--- src/rtl/serial_operand_shifter_pkg.sv ---
// Shared types and sizing helpers for the serial operand shifter.
package serial_pkg;

  typedef enum logic {IDLE = 1'b0, SHIFT = 1'b1} ser_state_t;

  localparam int unsigned DEFAULT_WIDTH = 8;

  // Counter must reach WIDTH+PAD once the final bit is consumed.
  function automatic int unsigned cnt_width(input int unsigned width, input int unsigned pad);
    return $clog2(width + pad + 1);
  endfunction

endpackage

--- src/rtl/serial_operand_shifter_piso_lane.sv ---
// Parallel-load, right-shift register with zero fill; q is the current LSB.
module piso_lane #(
  parameter int unsigned WIDTH = 8
) (
  input  logic             clk,
  input  logic             rst,
  input  logic             ld,
  input  logic             sh,
  input  logic [WIDTH-1:0] d,
  output logic             q
);

  logic [WIDTH-1:0] r;

  always_ff @(posedge clk or negedge rst) begin
    if (!rst)    r <= '0;
    else if (ld) r <= d;
    else if (sh) r <= {1'b0, r[WIDTH-1:1]};
  end

  assign q = r[0];

endmodule

--- src/rtl/serial_operand_shifter.sv ---
// Two-lane LSB-first serializer with PAD trailing zero bits, stall input and done pulse.
module serial_operand_shifter
  import serial_pkg::*;
#(
  parameter int unsigned WIDTH = DEFAULT_WIDTH,
  parameter int unsigned PAD   = 1
) (
  input  logic             clk,
  input  logic             rst,
  input  logic             load,
  input  logic [WIDTH-1:0] a_in,
  input  logic [WIDTH-1:0] b_in,
  input  logic             hold,
  output logic             ready,
  output logic             a_ser,
  output logic             b_ser,
  output logic             en,
  output logic             done
);

  localparam int unsigned CW   = cnt_width(WIDTH, PAD);
  localparam int unsigned LAST = WIDTH + PAD - 1;

  ser_state_t    state, state_nxt;
  logic [CW-1:0] cnt, cnt_nxt;
  logic          en_nxt, done_nxt, ready_nxt;
  logic          ld, sh, last;

  always_ff @(posedge clk or negedge rst) begin
    if (!rst) state <= IDLE;
    else      state <= state_nxt;
  end

  always_comb begin
    state_nxt = state;
    case (state)
      IDLE:    if (load) state_nxt = SHIFT;
      SHIFT:   if (en && (cnt == CW'(LAST))) state_nxt = IDLE;
      default: state_nxt = IDLE;
    endcase
  end

  // A bit is consumed on any SHIFT edge where it was presented with en=1;
  // hold sampled at that edge decides whether the next bit is qualified.
  always_comb begin
    ld        = (state == IDLE) && load;
    sh        = (state == SHIFT) && en;
    last      = sh && (cnt == CW'(LAST));
    cnt_nxt   = cnt;
    en_nxt    = 1'b0;
    done_nxt  = last;
    ready_nxt = (state_nxt == IDLE);
    if (ld) begin
      cnt_nxt = '0;
      en_nxt  = !hold;
    end else if (state == SHIFT) begin
      if (sh) cnt_nxt = cnt + CW'(1);
      en_nxt = !hold && !last;
    end
  end

  always_ff @(posedge clk or negedge rst) begin
    if (!rst) begin
      cnt   <= '0;
      en    <= 1'b0;
      done  <= 1'b0;
      ready <= 1'b1;
    end else begin
      cnt   <= cnt_nxt;
      en    <= en_nxt;
      done  <= done_nxt;
      ready <= ready_nxt;
    end
  end

  piso_lane #(.WIDTH(WIDTH)) u_lane_a (
    .clk (clk),
    .rst (rst),
    .ld  (ld),
    .sh  (sh),
    .d   (a_in),
    .q   (a_ser)
  );

  piso_lane #(.WIDTH(WIDTH)) u_lane_b (
    .clk (clk),
    .rst (rst),
    .ld  (ld),
    .sh  (sh),
    .d   (b_in),
    .q   (b_ser)
  );

endmodule

--- config.mk ---
export PLATFORM = sky130hd
export DESIGN_NAME = serial_operand_shifter
export DESIGN_NICKNAME = d
export VERILOG_FILES = /design/src/rtl/serial_operand_shifter_pkg.sv /design/src/rtl/serial_operand_shifter_piso_lane.sv /design/src/rtl/serial_operand_shifter.sv
export SDC_FILE = /design/constraint.sdc
export NUM_CORES = 1
export LEC_CHECK = 0
export ABC_AREA = 0
export CAP_MARGIN = 15
export CORE_ASPECT_RATIO = 1.5
export CORE_MARGIN = 5
export CORE_UTILIZATION = 40
export DETAILED_ROUTE_END_ITERATION = 8
export DONT_BUFFER_PORTS = 1
export GPL_ROUTABILITY_DRIVEN = 0
export PLACE_DENSITY_LB_ADDON = 0.12
export SETUP_SLACK_MARGIN = 0.2
export SLEW_MARGIN = 25
export SYNTH_ARGS = -nofsm -noshare
export SYNTH_HDL_FRONTEND = slang
export SYNTH_SLANG_ARGS = --single-unit
--- constraint.sdc ---
create_clock -name clk -period 1.76 [get_ports clk]
set_clock_uncertainty 0.05 [all_clocks]
set_input_delay 0.264 -clock clk [delete_from_list [all_inputs] [get_ports clk]]
set_output_delay 0.264 -clock clk [all_outputs]
set_load 0.01 [all_outputs]
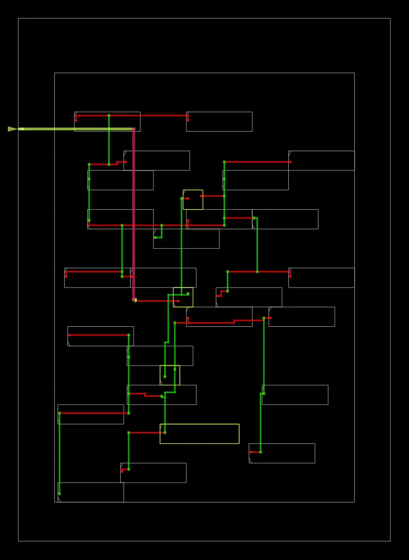
(clock routing)
clock buf count: 3
TritonCTS Sinks: 24
clock group total power: 0.405 mW
clk ins delay skew pair: 320 ps
Num CTS Buffers: 3

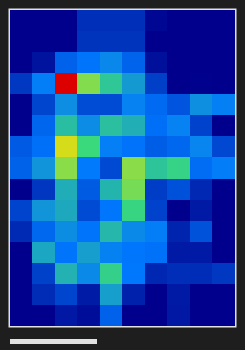
(wire density map)
Scale bar: 20 µm. 10 x 15 tiles, from dark blue (low) to red (high), scaled to the fullest tile. Values are wire area over tile area, all layers added.
mean over tiles = 0.088
nearly empty tiles = 28%
densest ninth of the die = middle

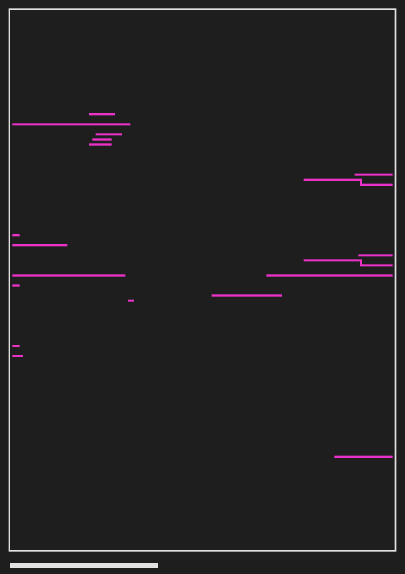
(met3 routing)
Scale bar: 20 µm.
nets with wire on the layer = 18
share of all routed wire = 5.7%
wire length on this layer = 120 µm
GR Util met3: 3.68%
vias: 769
Post-Route WL: 2.10 mm

==> flow_summary.json <==
{
  "sh_comb_area_pct": 34.4,
  "synthFlopType": "dfrtp_1",
  "edf_count": 0,
  "async_reset_ff_share_pct": 100,
  "yosys_area_um2": 1050,
  "dp_worst_setup_slack_ps": 400,
  "yosys-mux-area-fraction_pct": 1.90,
  "top_area_share_pct": 54.6,
  "total_power_mw": 1.75,
  "gr-total-overflow": 0,
  "final_nets": 133,
  "reg_top3": "u_lane_a.r (8), u_lane_b.r (8), cnt (4)",
  "diodes": 0,
  "clock_power_share_pct": 23.1,
  "fp-utilization_pct": 42.1,
  "finalSetupViolations": 0,
  "crit_chain": "inv_1, ha_1, nand2_1, o32ai_1, nor2_1",
  "critPathMaxStageDelay_ps": 440,
  "p_int_mw": 1.19,
  "status": "finished clean",
  "flops": 24,
  "endpoint_kind": "flop",
  "fmax_ghz": 0.729,
  "hold_path_class": "in -> reg",
  "met2_usage_pct": 22.8,
  "wl_met1_um": 881,
  "critical_path_class": "reg -> reg",
  "fp.dieW_um": 51.9,
  "placed_area_um2": 1080,
  "final_common_cell": "nand2_1",
  "flop_area_um2": 602,
  "die_area_um2": 3780,
  "worstSetupPathDepth": 5,
  "syn_avg_cell_area_um2": 10.0,
  "switching_share_pct": 32.0,
  "required_ps": 1910,
  "clk_share_pct": 4.49,
  "num_tap_cells": 36,
  "synth-seq-cells": 24,
  "drtIter0Drc": 42,
  "pwr-share-seq_pct": 50.5,
  "power_leader": "sequential cells",
  "worst_slew_pin_slew_ps": 535,
  "crit_path_top_delay_cell": "dfrtp_1",
  "gr-max-usage-layer": "met2",
  "netlist_top_cells_count": "nand2_1, dfrtp_1, nor2_1",
  "portBuffers": 0,
  "place_inst": 138,
  "min_period_ps": 1370,
  "seq_cell_power_mw": 0.886,
  "synthXorXnorAreaFrac_pct": 0.830,
  "p_comb_mw": 0.461,
  "hold_path_depth": 1,
  "rsz0062_at_grt": "no",
  "cp-start-kind": "flop",
  "instances_no_fill": 146,
  "die_h_um": 72.9,
  "comb_cells": 72,
  "ys_seq_share_pct": 57.1,
  "first_global_vias": 817,
  "synthTopLogicFamily": "simple AND/OR/NAND/NOR gates",
  "top_cells_by_area": "dfrtp_1, nand2_1, a31oi_1",
  "dp_hpwl_mm": 1.46,
  "arrival_ps": 1520
}
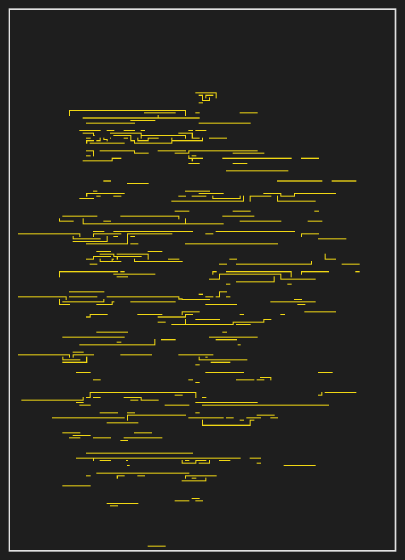
(the metal 1 layer)
wire length on this layer = 882 µm
nets with wire on the layer = 113
met1 GRT Util: 14.0%

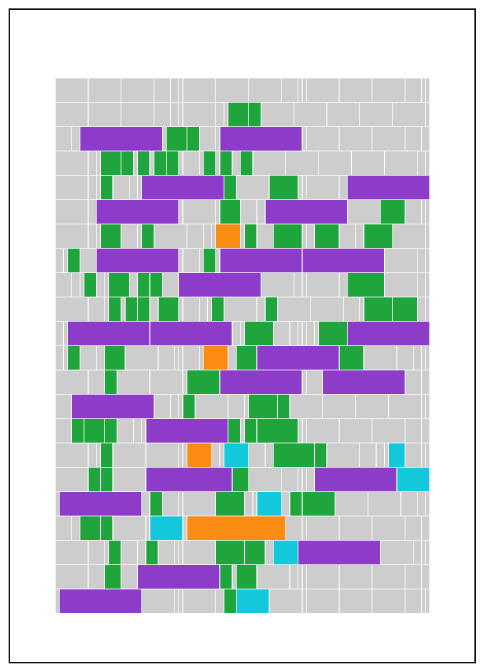
(placed cells, one color a class)
Fill, decap, tap and diode cells in gray.
clock drivers and dummy loads -> orange  # cells 4
remaining buffers and delay cells -> cyan  # cells 7
registers -> purple  # cells 24
remaining logic cells -> green  # cells 75
cell area after layout: 1170 µm²
Placement Rows: 22

==> final timing paths <==
| kind | from | endpoint | slack, ps |
|---|---|---|---|
| worst max-delay path | cnt[1]$_DFFE_PN0P_ | en$_DFF_PN0_ | 390 |
| worst min-delay path | b_in[7] | u_lane_b.r[7]$_DFFE_PN0P_ | 20 |
| worst max register to register | cnt[1]$_DFFE_PN0P_ | en$_DFF_PN0_ | 390 |
| worst min register to register | cnt[3]$_DFFE_PN0P_ | cnt[3]$_DFFE_PN0P_ | 440 |
| max in group asynchronous | rst | ready$_DFF_PN1_ | 890 |
| min in group asynchronous | rst | u_lane_b.r[0]$_DFFE_PN0P_ | 380 |
==> repair_timing <==
action                                 in CTS  in global routing
hold buffers                                3                  1
endpoints found under the hold margin      26                 23
setup endpoints to repair                   0                  0
Power is estimated from default activity; no workload was simulated.
